==> run_1/m3.png <==
Bar = 20 microns. Cells faint in the background.
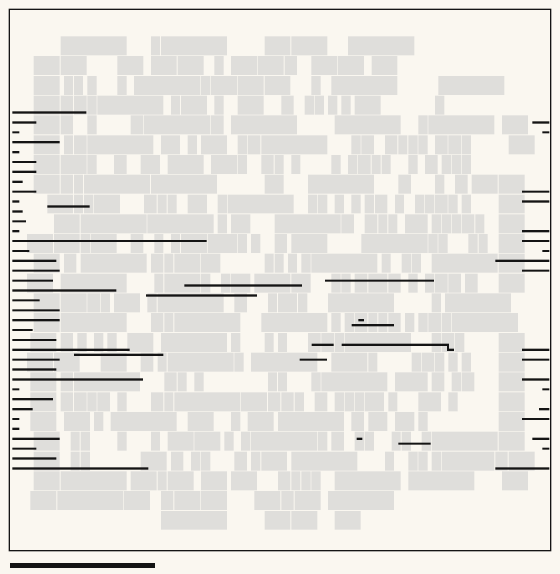
==> run_1/clock_nets.png <==
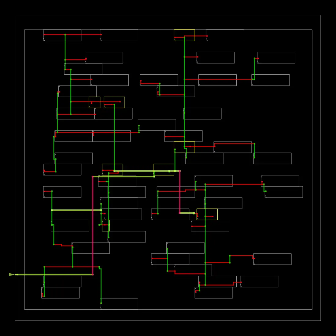
==> run_1/m2.png <==
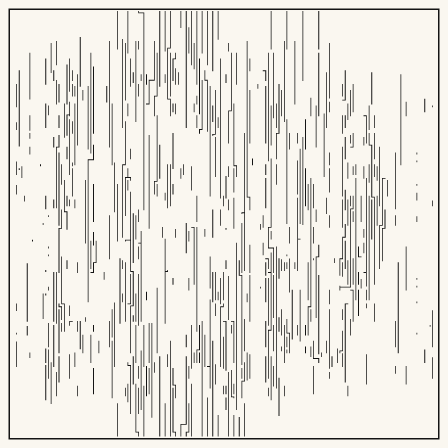
==> run_1/m1.png <==
Bar = 20 microns. Supply wires on this layer in grey.
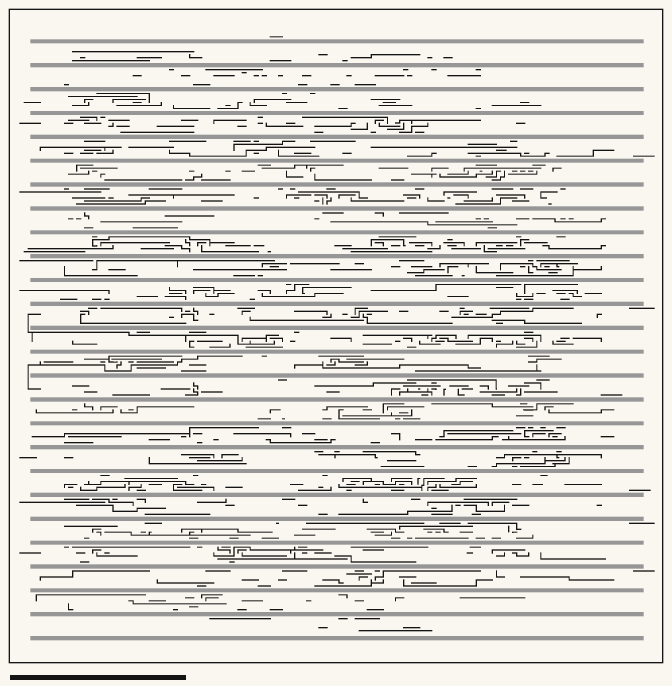
$ cat src/rtl/fetch_unit_if.sv
// Fetch-stage signal bundle: stall-control inputs, program-memory port and fetch state outputs.
// stall_cycles exists only when FETCH_STALL_CNT_EN is defined.
interface fetch_unit_if #(
    parameter int unsigned ADDR_W  = 8,
    parameter int unsigned INSTR_W = 32
);
    logic               stall;
    logic               stall_pm;
    logic [INSTR_W-1:0] pm_data;
    logic [ADDR_W-1:0]  pm_addr;
    logic [ADDR_W-1:0]  pc;
    logic [INSTR_W-1:0] ir;
    logic [5:0]         op;
    logic               halted;
`ifdef FETCH_STALL_CNT_EN
    logic [15:0]        stall_cycles;
`endif

    modport master (
        input  stall, stall_pm, pm_data,
`ifdef FETCH_STALL_CNT_EN
        output stall_cycles,
`endif
        output pm_addr, pc, ir, op, halted
    );

    modport slave (
        output stall, stall_pm, pm_data,
`ifdef FETCH_STALL_CNT_EN
        input  stall_cycles,
`endif
        input  pm_addr, pc, ir, op, halted
    );
endinterface

$ cat src/rtl/fetch_unit.sv
// Instruction-fetch stage: PC, program-memory addressing, IR, jump redirect and sticky halt.
// Optional saturating stall counter enabled by FETCH_STALL_CNT_EN.
module fetch_unit #(
    parameter int unsigned       ADDR_W  = 8,
    parameter int unsigned       INSTR_W = 32,
    parameter logic [INSTR_W-1:0] NOP    = '0,
    parameter logic [5:0]        JMP_OP  = 6'b010100,
    parameter logic [5:0]        HLT_OP  = 6'b011110
) (
    input  logic             clk,
    input  logic             reset,
    fetch_unit_if.master     bus
);
    logic [ADDR_W-1:0]  pc_q, pc_d;
    logic [INSTR_W-1:0] ir_q, ir_d;
    logic               halted_q, halted_d;
    logic               jmp_pend_q, jmp_pend_d;
    logic [ADDR_W-1:0]  jmp_tgt_q, jmp_tgt_d;
    logic [5:0]         op;

    assign op          = ir_q[INSTR_W-1 -: 6];
    assign bus.op      = op;
    assign bus.pc      = pc_q;
    assign bus.pm_addr = pc_q;
    assign bus.ir      = ir_q;
    assign bus.halted  = halted_q;

    always_comb begin
        pc_d       = pc_q;
        ir_d       = ir_q;
        halted_d   = halted_q;
        jmp_pend_d = jmp_pend_q;
        jmp_tgt_d  = jmp_tgt_q;
        if (!halted_q) begin
            if (op == HLT_OP) begin
                halted_d = 1'b1;
            end else begin
                // Capture even while stalled so a bubble in IR cannot lose the target.
                if (op == JMP_OP) begin
                    jmp_pend_d = 1'b1;
                    jmp_tgt_d  = ir_q[ADDR_W-1:0];
                end
                if (bus.stall) begin
                    if (bus.stall_pm) ir_d = NOP;
                end else begin
                    if (op == JMP_OP) begin
                        pc_d       = ir_q[ADDR_W-1:0];
                        jmp_pend_d = 1'b0;
                    end else if (jmp_pend_q) begin
                        pc_d       = jmp_tgt_q;
                        jmp_pend_d = 1'b0;
                    end else begin
                        pc_d = pc_q + ADDR_W'(1);
                    end
                    ir_d = bus.stall_pm ? NOP : bus.pm_data;
                end
            end
        end
    end

    always_ff @(posedge clk or negedge reset) begin
        if (!reset) begin
            pc_q       <= '0;
            ir_q       <= NOP;
            halted_q   <= 1'b0;
            jmp_pend_q <= 1'b0;
            jmp_tgt_q  <= '0;
        end else begin
            pc_q       <= pc_d;
            ir_q       <= ir_d;
            halted_q   <= halted_d;
            jmp_pend_q <= jmp_pend_d;
            jmp_tgt_q  <= jmp_tgt_d;
        end
    end

`ifdef FETCH_STALL_CNT_EN
    logic [15:0] stall_cnt_q;

    always_ff @(posedge clk or negedge reset) begin
        if (!reset) begin
            stall_cnt_q <= '0;
        end else if (bus.stall && !halted_q && (stall_cnt_q != 16'hFFFF)) begin
            stall_cnt_q <= stall_cnt_q + 16'd1;
        end
    end

    assign bus.stall_cycles = stall_cnt_q;
`endif
endmodule
$ cat src/flat_wrapper.sv
// flat-port wrapper written by rule: the top's interface ports become plain ports
module fetch_unit_flat 
#(
    parameter int unsigned       ADDR_W  = 8,
    parameter int unsigned       INSTR_W = 32,
    parameter logic [INSTR_W-1:0] NOP    = '0,
    parameter logic [5:0]        JMP_OP  = 6'b010100,
    parameter logic [5:0]        HLT_OP  = 6'b011110
)
  (clk, reset, bus_stall, bus_stall_pm, bus_pm_data, bus_pm_addr, bus_pc, bus_ir, bus_op, bus_halted);
  fetch_unit_if #(.ADDR_W(ADDR_W), .INSTR_W(INSTR_W)) bus_i ();
  input  logic clk;
  input  logic reset;
  input wire logic [$bits(bus_i.stall)-1:0] bus_stall;
  input wire logic [$bits(bus_i.stall_pm)-1:0] bus_stall_pm;
  input wire logic [$bits(bus_i.pm_data)-1:0] bus_pm_data;
  output wire logic [$bits(bus_i.pm_addr)-1:0] bus_pm_addr;
  output wire logic [$bits(bus_i.pc)-1:0] bus_pc;
  output wire logic [$bits(bus_i.ir)-1:0] bus_ir;
  output wire logic [$bits(bus_i.op)-1:0] bus_op;
  output wire logic [$bits(bus_i.halted)-1:0] bus_halted;
  assign bus_i.stall = bus_stall;
  assign bus_i.stall_pm = bus_stall_pm;
  assign bus_i.pm_data = bus_pm_data;
  assign bus_pm_addr = bus_i.pm_addr;
  assign bus_pc = bus_i.pc;
  assign bus_ir = bus_i.ir;
  assign bus_op = bus_i.op;
  assign bus_halted = bus_i.halted;
  fetch_unit #(.ADDR_W(ADDR_W), .INSTR_W(INSTR_W), .NOP(NOP), .JMP_OP(JMP_OP), .HLT_OP(HLT_OP)) u_core (.clk(clk), .reset(reset), .bus(bus_i));
endmodule
$ cat config.mk
export PLATFORM = sky130hd
export DESIGN_NAME = fetch_unit_flat
export DESIGN_NICKNAME = d
export VERILOG_FILES = /design/src/rtl/fetch_unit_if.sv /design/src/rtl/fetch_unit.sv /design/src/flat_wrapper.sv
export SDC_FILE = /design/constraint.sdc
export NUM_CORES = 1
export LEC_CHECK = 0
export ABC_AREA = 1
export CAP_MARGIN = 40
export CORE_MARGIN = 2
export CORE_UTILIZATION = 49
export CTS_BUF_LIST = sky130_fd_sc_hd__clkbuf_4 sky130_fd_sc_hd__clkbuf_8
export DETAILED_ROUTE_END_ITERATION = 7
export PLACE_DENSITY_LB_ADDON = 0.3
export REMOVE_ABC_BUFFERS = 1
export SYNTH_ARGS = -nofsm -noshare
export SYNTH_HDL_FRONTEND = slang
export SYNTH_SLANG_ARGS = --single-unit
$ cat constraint.sdc
create_clock -name clk -period 1.9 [get_ports clk]
set_input_delay 0.38 -clock clk [delete_from_list [all_inputs] [get_ports clk]]
set_output_delay 0.38 -clock clk [all_outputs]
set_load 0.01 [all_outputs]
==> Changelog: implementation, run 1 <==
### Changed

- Per-cell routed wire length: 12.1 microns
- Critical Path Max Stage Delay: 0.59 ns
- Total power divided by cell area: 830 nW/um^2
- Row count: 25
- Met1 track utilization from global routing: 25.7%
- Area fraction in and, or, nand and nor cells: 29.9%
- Yosys xor share: 0.724%
- Worst Max-Slew Pin Slew: 0.370 ns
- Post-cts sizing count: 0
- Arrival time of the worst setup path: 1.38 ns
- Number of DRC markers after the initial detailed-route iteration: 139
- Switching power summed over all nets: 846 uW
- Kind of end point of the critical path: primary output
- Buf/Inv on CP: 1
- Final worst slack: 0.137 ns
- Leakage component of the power: 0.00168 uW
- Core area: 4750 sq um
- CP Data Required Time: 1.52 ns
- Crit Reg-Reg Endpoint: u_core.bus.pc[6]
- Synthesis-stage register bit count: 50
- Via count: 2206
- Endpoints failing hold: 0
- Worst path top cell family by delay: buffers and inverters
- Setup TNS Final: 0 ns
- Pin count of the biggest net entering global routing: 51
- Total tool warning count: 25
- Area growth from synthesis to layout: 40.1%
- Post-Route Hold Slack: 0.0444 ns
- Die extent in y: 74.3 microns
- GRT Util Overall: 21.8%
- DP Cell Count: 446
- Total of buffers placed on input and output ports: 90
- Clock latency at the later pin of the worst-skew pair: 0.29 ns
- Clock power frac: 22.9%
- Drt via density: 4.86
- Number of max-cap violations: 0
- Result of the run: finished clean
- Post-synthesis average cell area: 7.84 sq um
- Worst setup timing slack at the placement stage: 0.198 ns
- Register-to-register setup slack: 0.35 ns
- Root buffer cell: sky130_fd_sc_hd__clkbuf_8
- Dominant combinational cell family by area after synthesis: simple AND/OR/NAND/NOR gates
- Global routing met3 resource utilization: 5.28%
- Level count of the clock H-tree: 2
- Antenna cell count: 0
- Post-cts hold-fix buffer tally: 0
- Aggregate routed wire length: 5490 microns
- Total number of yosys warnings: 0
- Count of nets left with antenna violations after detail routing: 0
- Final critical delay including setup and external delays: 1.76 ns
- Seq pwr share: 46.9%
- Number of fill cells: 407
- Die x size: 74.3 microns
- Worst-case vdd ir drop: 0.519 mV
- DRC Markers: 0
- Multiplexer share of the synthesized area: 0%
- Number of gates on the worst path with buffers counted: 1
- Internal: 1970 uW
- Setup repair after global routing missed its margin: no
- Global-route wire length before repair: 9310 microns
- Tally of unique sky130hd cells used after synthesis: 18
- Slew Viols, Final: 0
- Post-route insts no fill: 454
- Crit share post-route: 92.8%
- Floorplan die area: 5520 sq um
- Post-DP HPWL: 3990 microns
- Number of global-route vias before repair: 2128
- Number of CTS-inserted buffers: 5
Back to the opening pictures, m3.png:
longest straight run: 26.4 microns
main direction: horizontal
nets with wire on the layer: 62
share of all routed wire: 6.5%
wire length on this layer: 356 microns

Back to the opening pictures, clock_nets.png:
clock sink count: 50
worst-case clock skew: 0.00486 ns

Back to the opening pictures, m2.png:
longest straight run: 34.2 microns
share of all routed wire: 51%
wire length on this layer: 2800 microns
main direction: vertical
nets with wire on the layer: 335

Back to the opening pictures, m1.png:
share of all routed wire: 42%
wire length on this layer: 2280 microns
nets with wire on the layer: 361
main direction: horizontal
longest straight run: 20.2 microns

## run 1: stage by stage
step                instance area (sq um)  power, uW
floorplan                            2240       1680
global placement                     3300       2170
detailed placement                   3300       2200
CTS                                  3390       2840
global route                         3390       3000
finish                               3390       2820
## run 1: cells by family after synthesis
kind of cell	Yosys count
AOI/OAI and AO/OA	27
buffers and inverters	53
adders and majority gates	1
xor gates and xnor gates	2
DFF	50
and+or+nand+nor	176
## run 1: synth_stat cells (all sizes together)
| cell | instances | area (sq um) |
|---|---|---|
| nand2 | 107 | 402 |
| xor2 | 2 | 17.5 |
| dfrtp | 50 | 1250 |
| o211ai | 2 | 15.0 |
| buf | 24 | 166 |
| clkbuf | 5 | 18.8 |
| ha | 1 | 12.5 |
| a21oi | 5 | 25.0 |
| nand3 | 39 | 195 |
| nand3b | 2 | 15.0 |
| nor2 | 28 | 113 |
| inv | 24 | 90.1 |
| o21ai | 20 | 100 |
## run 1: metal layers
metal	part of all wire, %	vias up
met4	0.91	0
li1	-	1105
met3	6.5	6
met1	42	1017
met5	0	-
met2	51	78
## run 1: power groups by stage
| stage | Clock, uW | Sequential [uW] | Combinational, uW |
|---|---|---|---|
| global route | 697 | 1350 | 954 |
| CTS | 655 | 1320 | 861 |
| detailed placement | 0 | 1340 | 856 |
| finish | 645 | 1320 | 852 |
| floorplan | 0 | 1400 | 276 |
| global placement | 0 | 1340 | 839 |
## run 1: placed cells by master (no fill, tap or decap), drive strengths merged
cell,instances
a21oi,5
buf,10
clkbuf,7
clkdlybuf4s50,89
clkinv,1
dfrtp,50
ha,1
inv,24
nand2,107
nand3,39
nand3b,2
nor2,28
o211ai,2
o21ai,20
xor2,2
## run 1: registers in the layout, summed over array words and instances (netlist names)
signal	count
u_core.bus.ir	32
u_core.bus.pc	8
u_core.jmp_tgt_q	8
u_core.bus.halted	1
u_core.jmp_pend_q	1
## run 1: cell type report
type / instances / area (sq um) / area share (%)
well taps: 67 / 83.8 / 2.47
clock buffers: 7 / 90.1 / 2.66
clock inverters: 1 / 5.00 / 0.148
repair buffers: 99 / 976 / 28.8
multi-input cells: 206 / 895 / 26.4
flip-flops and latches: 50 / 1250 / 36.9
inverters: 24 / 90.1 / 2.66
## run 1: worst max path at each step
stage	startpoint	to
2_1_floorplan	u_core.bus.ir[28]	u_core.bus.ir[0]
3_3_place_gp	bus_stall	u_core.bus.ir[23]
3_5_place_dp	bus_stall	u_core.bus.ir[16]
4_1_cts	u_core.bus.halted	bus_halted
5_1_grt	u_core.bus.halted	bus_halted
6_report	u_core.bus.halted	bus_halted
==> run_1/gates.png <==
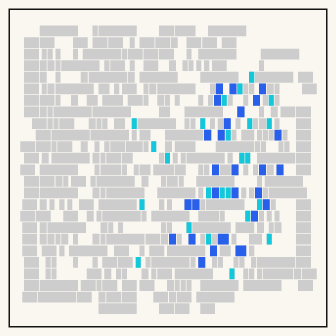

==> run 2: changes to the inputs <==
--- a/config.mk
+++ b/config.mk
@@ -7,6 +7,7 @@
 export LEC_CHECK = 0
 export ABC_AREA = 1
 export CAP_MARGIN = 40
+export CORE_ASPECT_RATIO = 1.4
 export CORE_MARGIN = 2
 export CORE_UTILIZATION = 49
 export CTS_BUF_LIST = sky130_fd_sc_hd__clkbuf_4 sky130_fd_sc_hd__clkbuf_8
==> run_2/gates.png <==
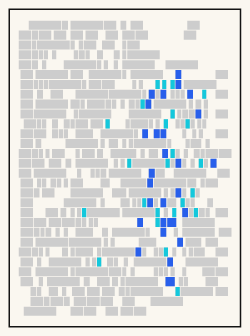
| colour | family | cells |
|---|---|---|
| blue | aoi and oai cells | 27 |
| cyan | inv cells | 24 |

==> run 2 against run 1 <==
  * Sequential share of layout area hardly changed
  * Area after synthesis unchanged
  * Wire length down 1.4%
  * Critical path depth is the same
  * Clock power fell by 2%
  * Via count down 0.50%
  * Critical endpoint unchanged
==> Changelog: implementation, run 2 <==
### Changed

- Result of the run: finished clean
- Dominant Register Cell: sky130_fd_sc_hd__dfrtp_1
- Worst-case vdd ir drop: 0.526 mV
- Post-route insts no fill: 450
- Post-synthesis average cell area: 7.84 sq um
- Leading area contributor after synthesis: sky130_fd_sc_hd__dfrtp_1
- Number of CTS-inserted buffers: 5
- Tally of unique sky130hd cells used after synthesis: 18
- Synthesis-stage register bit count: 50
- Most frequently placed logic cells in the final layout: sky130_fd_sc_hd__nand2_1 (107), sky130_fd_sc_hd__clkdlybuf4s50_1 (89), sky130_fd_sc_hd__dfrtp_1 (50), sky130_fd_sc_hd__nand3_1 (39), sky130_fd_sc_hd__nor2_1 (27)
- Number of DRC markers after the initial detailed-route iteration: 89
- Setup TNS Final: 0 ns
- Pin count of the biggest net entering global routing: 51
- DP Cell Count: 442
- Level count of the clock H-tree: 2
- Crit Reg-Reg Endpoint: u_core.bus.pc[6]
- GRT Util Overall: 20.7%
- Drt via density: 4.88
- Clock sink count: 50
- Crit share post-route: 92.5%
- Worst Max-Slew Pin Slew: 0.623 ns
- Worst path top cell family by delay: buffers and inverters
- Number of max-cap violations: 0
- Top cells by area: sky130_fd_sc_hd__dfrtp_1 (52%), sky130_fd_sc_hd__nand2_1 (17%), sky130_fd_sc_hd__nand3_1 (8.1%), sky130_fd_sc_hd__buf_4 (5.3%), sky130_fd_sc_hd__nor2_1 (4.2%)
- Total of buffers placed on input and output ports: 90
- Setup repair after global routing missed its margin: no
- Met1 track utilization from global routing: 22.8%
- Proportion of netlist area held by the largest area contributor: 51.7%
- Final critical delay including setup and external delays: 1.76 ns
- Root buffer cell: sky130_fd_sc_hd__clkbuf_8
- Slew Viols, Final: 0
- DRC Markers: 0
- Post-Route Hold Slack: 0.171 ns
- Row count: 30
- Count of nets left with antenna violations after detail routing: 0
- Die x size: 63.4 microns
- Die extent in y: 87.2 microns
- Proportion of synthesized flip-flops having asynchronous set or reset: 100%
- Critical Path Max Stage Delay: 0.59 ns
- Post-cts hold-fix buffer tally: 0
- Area growth from synthesis to layout: 40.1%
- Leakage component of the power: 0.00167 uW
- Number of global-route vias before repair: 2167
- Total number of yosys warnings: 0
- Floorplan die area: 5530 sq um
- Register-to-register setup slack: 0.35 ns
- Post-DP HPWL: 3970 microns
- Endpoints failing hold: 0
- Total power divided by cell area: 830 nW/um^2
- Most frequent cell after synthesis: sky130_fd_sc_hd__nand2_1
- Kind of end point of the critical path: primary output
- Clock latency at the later pin of the worst-skew pair: 0.29 ns
- Core area: 4800 sq um
- Arrival time of the worst setup path: 1.38 ns
- CP Data Required Time: 1.52 ns
- Antenna cell count: 0
==> run_2/m3.png <==
Bar = 20 microns. Cells faint in the background.
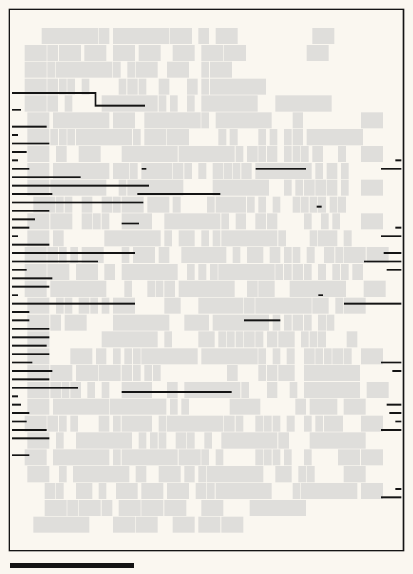
longest straight run: 21.8 microns
share of all routed wire: 6.4%
nets with wire on the layer: 61
main direction: horizontal
wire length on this layer: 349 microns
via count: 2195
global routing met3 resource utilization: 5.30%
aggregate routed wire length: 5420 microns

[run 2: netlist changes by cell type in the layout (fill, tap and decap cells not counted)]
cell,previous run,this run
sky130_fd_sc_hd__buf_12,1,2
sky130_fd_sc_hd__buf_4,8,6
[run 2: metrics by stage]
| step | cell area [sq um] | worst slack (ns) | utilization [%] |
|---|---|---|---|
| final | 3390 | 0.142 | 70.6 |
| after global routing | 3390 | 0.0798 | 70.6 |
| after CTS | 3390 | 0.115 | 70.6 |
| after detailed placement | 3300 | 0.278 | 68.6 |
| after global placement | 3300 | 0.287 | 68.6 |
| after floorplan | 2240 | 0.0292 | - |
[run 2: worst max path at each step]
| stage | end | startpoint | slack, ns | depth (start not counted) |
|---|---|---|---|---|
| 2_1_floorplan | u_core.bus.ir[0] | u_core.bus.ir[28] | 0.03 | 8 |
| 3_3_place_gp | u_core.bus.ir[8] | bus_stall | 0.29 | 8 |
| 3_5_place_dp | u_core.bus.ir[20] | bus_stall | 0.28 | 8 |
| 4_1_cts | bus_halted | u_core.bus.halted | 0.11 | 1 |
| 5_1_grt | bus_halted | u_core.bus.halted | 0.08 | 1 |
| 6_report | bus_halted | u_core.bus.halted | 0.14 | 1 |
[run 2: area by class of cell]
cell class | count | area (sq um)
Tap cell | 64 | 80.1
Timing Repair Buffer | 98 | 981
Clock inverter | 1 | 5.00
Sequential cell | 50 | 1250
Fill cell | 446 | 1410
Clock buffer | 7 | 90.1
Multi-Input combinational cell | 206 | 895
Inverter | 24 | 90.1
[run 2: routing by layer]
metal | part of all wire, % | routed length, microns | vias to the layer above
met3 | 6.4 | 348 | 7
li1 | - | - | 1099
met5 | 0 | 0 | -
met4 | 1.0 | 56 | 0
met1 | 41 | 2210 | 1021
met2 | 52 | 2800 | 68
[run 2: kinds of logic (layout without fill, tap and decap cells)]
logic type | Yosys count | after routing | synth area share (%)
buffers and inverters | 53 | 130 | 11.4
AND-OR/OR-AND | 27 | 27 | 5.79
AND/OR/NAND/NOR | 176 | 176 | 29.9
XOR/XNOR | 2 | 2 | 0.724
adder cells (fa/ha/maj) | 1 | 1 | 0.517
flip-flops | 50 | 50 | 51.7
[run 2: where the power goes]
| part | total (uW) | leakage [uW] | internal (uW) | switching (uW) |
|---|---|---|---|---|
| clock network | 635 | 0.0000517 | 308 | 326 |
| registers | 1320 | 0.000653 | 1180 | 143 |
| logic | 857 | 0.000970 | 481 | 375 |
No activity file was given, so power comes from the tool's default toggle rates.
